==> images/cell_density.png <==
Scale: 2 px per um. 12 x 15 tiles, from white (low) to dark blue (high), 0 to 100% covered.
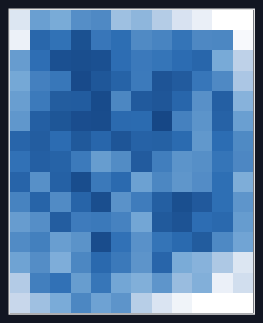
==> images/layer_met1.png <==
Scale: 2 px per um. Supply wires on this layer in gray.
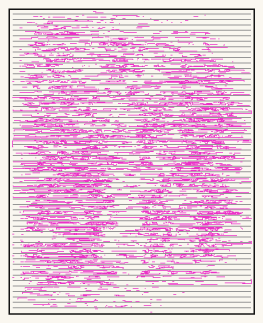
Design lsu_align, sky130hd; sources not shown.
==> results.txt <==
Implementation results.

The routing usage on met2 is between 50% and 60%. Post-CTS repair ended up resizing 0 cells. The share of cell area taken by multi-input logic gates is 36.1%. Power comes to between 10 and 15 mW.

The synthesis log from Yosys contains 0 warnings. The routed layout reports a DRC error count of 0. The total number of multi-input combinational cells is 901. Across the placement rows, the number of tap cells is approximately 220. The simple logic cell fraction of the synthesized area is 28.0%. The synthesis run shows the most used standard cells to be sky130_fd_sc_hd__nand2_1, sky130_fd_sc_hd__dfrtp_1, sky130_fd_sc_hd__o21ai_0, sky130_fd_sc_hd__inv_1, sky130_fd_sc_hd__nand3_1. The sequential cell area is around 0.0041 mm2. The width of the die is 122 um. The worst setup path is launched from a flop. For this run, the detailed router's first-pass iteration total came to 7. The switching share of power is 48.2%. Counting every net in the synthesized netlist gives 1399. According to the dpl log, the detail-placed design has an HPWL of 18300 um. The number of global-route vias before repair is about 8600. Looking at the power breakdown, combinational cells take 59.1% of the total. The time the final worst path needs with I/O delays and setup is 2620 ps.

The share of the yosys chip area belonging to registers is 44.3%. After synthesis, the share of flip-flops with an asynchronous set or reset is 100%. The power report attributes to the sequential group a share of 25.3%. The worst pin sits at a relative slew slack of between 60% and 70%. Detailed placement reports a standard cell area of 0.0112 mm2.

The synthesis run shows multiplexers occupying 0.537% of the cell area. In this run the register-to-register setup slack is 180 ps. The routed design uses 13100 um of met2 wire. The clock network fraction of total power is 15.5%. The clock passes through at most 2 buffers. Per report_power, the Sequential row totals 3.75 mW.

The setup slack after layout is between 150 and 200 ps. Leaving out fill and tap cells, the most frequent cells in the layout are sky130_fd_sc_hd__nand2_1, sky130_fd_sc_hd__dfrtp_1, sky130_fd_sc_hd__clkdlybuf4s50_1, sky130_fd_sc_hd__o21ai_0, sky130_fd_sc_hd__inv_1. In the post-synthesis netlist, the biggest area contributors are sky130_fd_sc_hd__dfrtp_1, sky130_fd_sc_hd__nand2_1, sky130_fd_sc_hd__o21ai_0. The cell row count is 54. The setup slack after placement is 104 ps. The worst register-to-register path depth is 13. For this run, the final setup violation count is recorded as 0. Pin placement for this block handled 186 I/O pins. In this run the power density over the cells is 1250 mW/mm2.

The count of maximum capacitance violations is 0. The clock net in this run drives a total of around 170 sinks. The ratio of cells with drive above 1 in the final layout is 8.24%. In the final layout, non-clock buffers account for between 15 and 20% of the cell area. The inverter count is 160.

According to the timing report, the arrival time at the worst endpoint equals about 2900 ps. Including well taps, the total number of placed cells is 1645. The timing report lists the critical path depth as 13 cells. After filler insertion, the fill cell instance count of the layout stands at 1475. The run finished with clean final reports.

The count of library flops with an enable pin is 0. The die covers between 0.015 and 0.02 mm2. The detailed router reports a met3 wire length of 1450 um.

The critical path endpoint has a required time of ~3100 ps. The share of synthesized area in the top cell type comes to 44.3%. Summing all multi-input logic gate instances after layout gives approximately 0.0043 mm2.
Back to the opening pictures, cell_density.png:
tiles over 75% full = 34%
mean over tiles = 63%
emptiest ninth of the die = lower right
fullest tile = 91%
nearly empty tiles = 2.8%
Post-Route Utilization: 67.6%
Core Density at Floorplan: 53.2%

Back to the opening pictures, layer_met1.png:
main direction = horizontal
share of all routed wire = 40%
nets with wire on the layer = 1372
longest straight run = 32.7 um
routing usage on met1: 35.0%
number of vias after detailed routing: 9045
drt total wl: 25900 um

Power figures rest on the tool's default switching activity, not on a simulated workload.
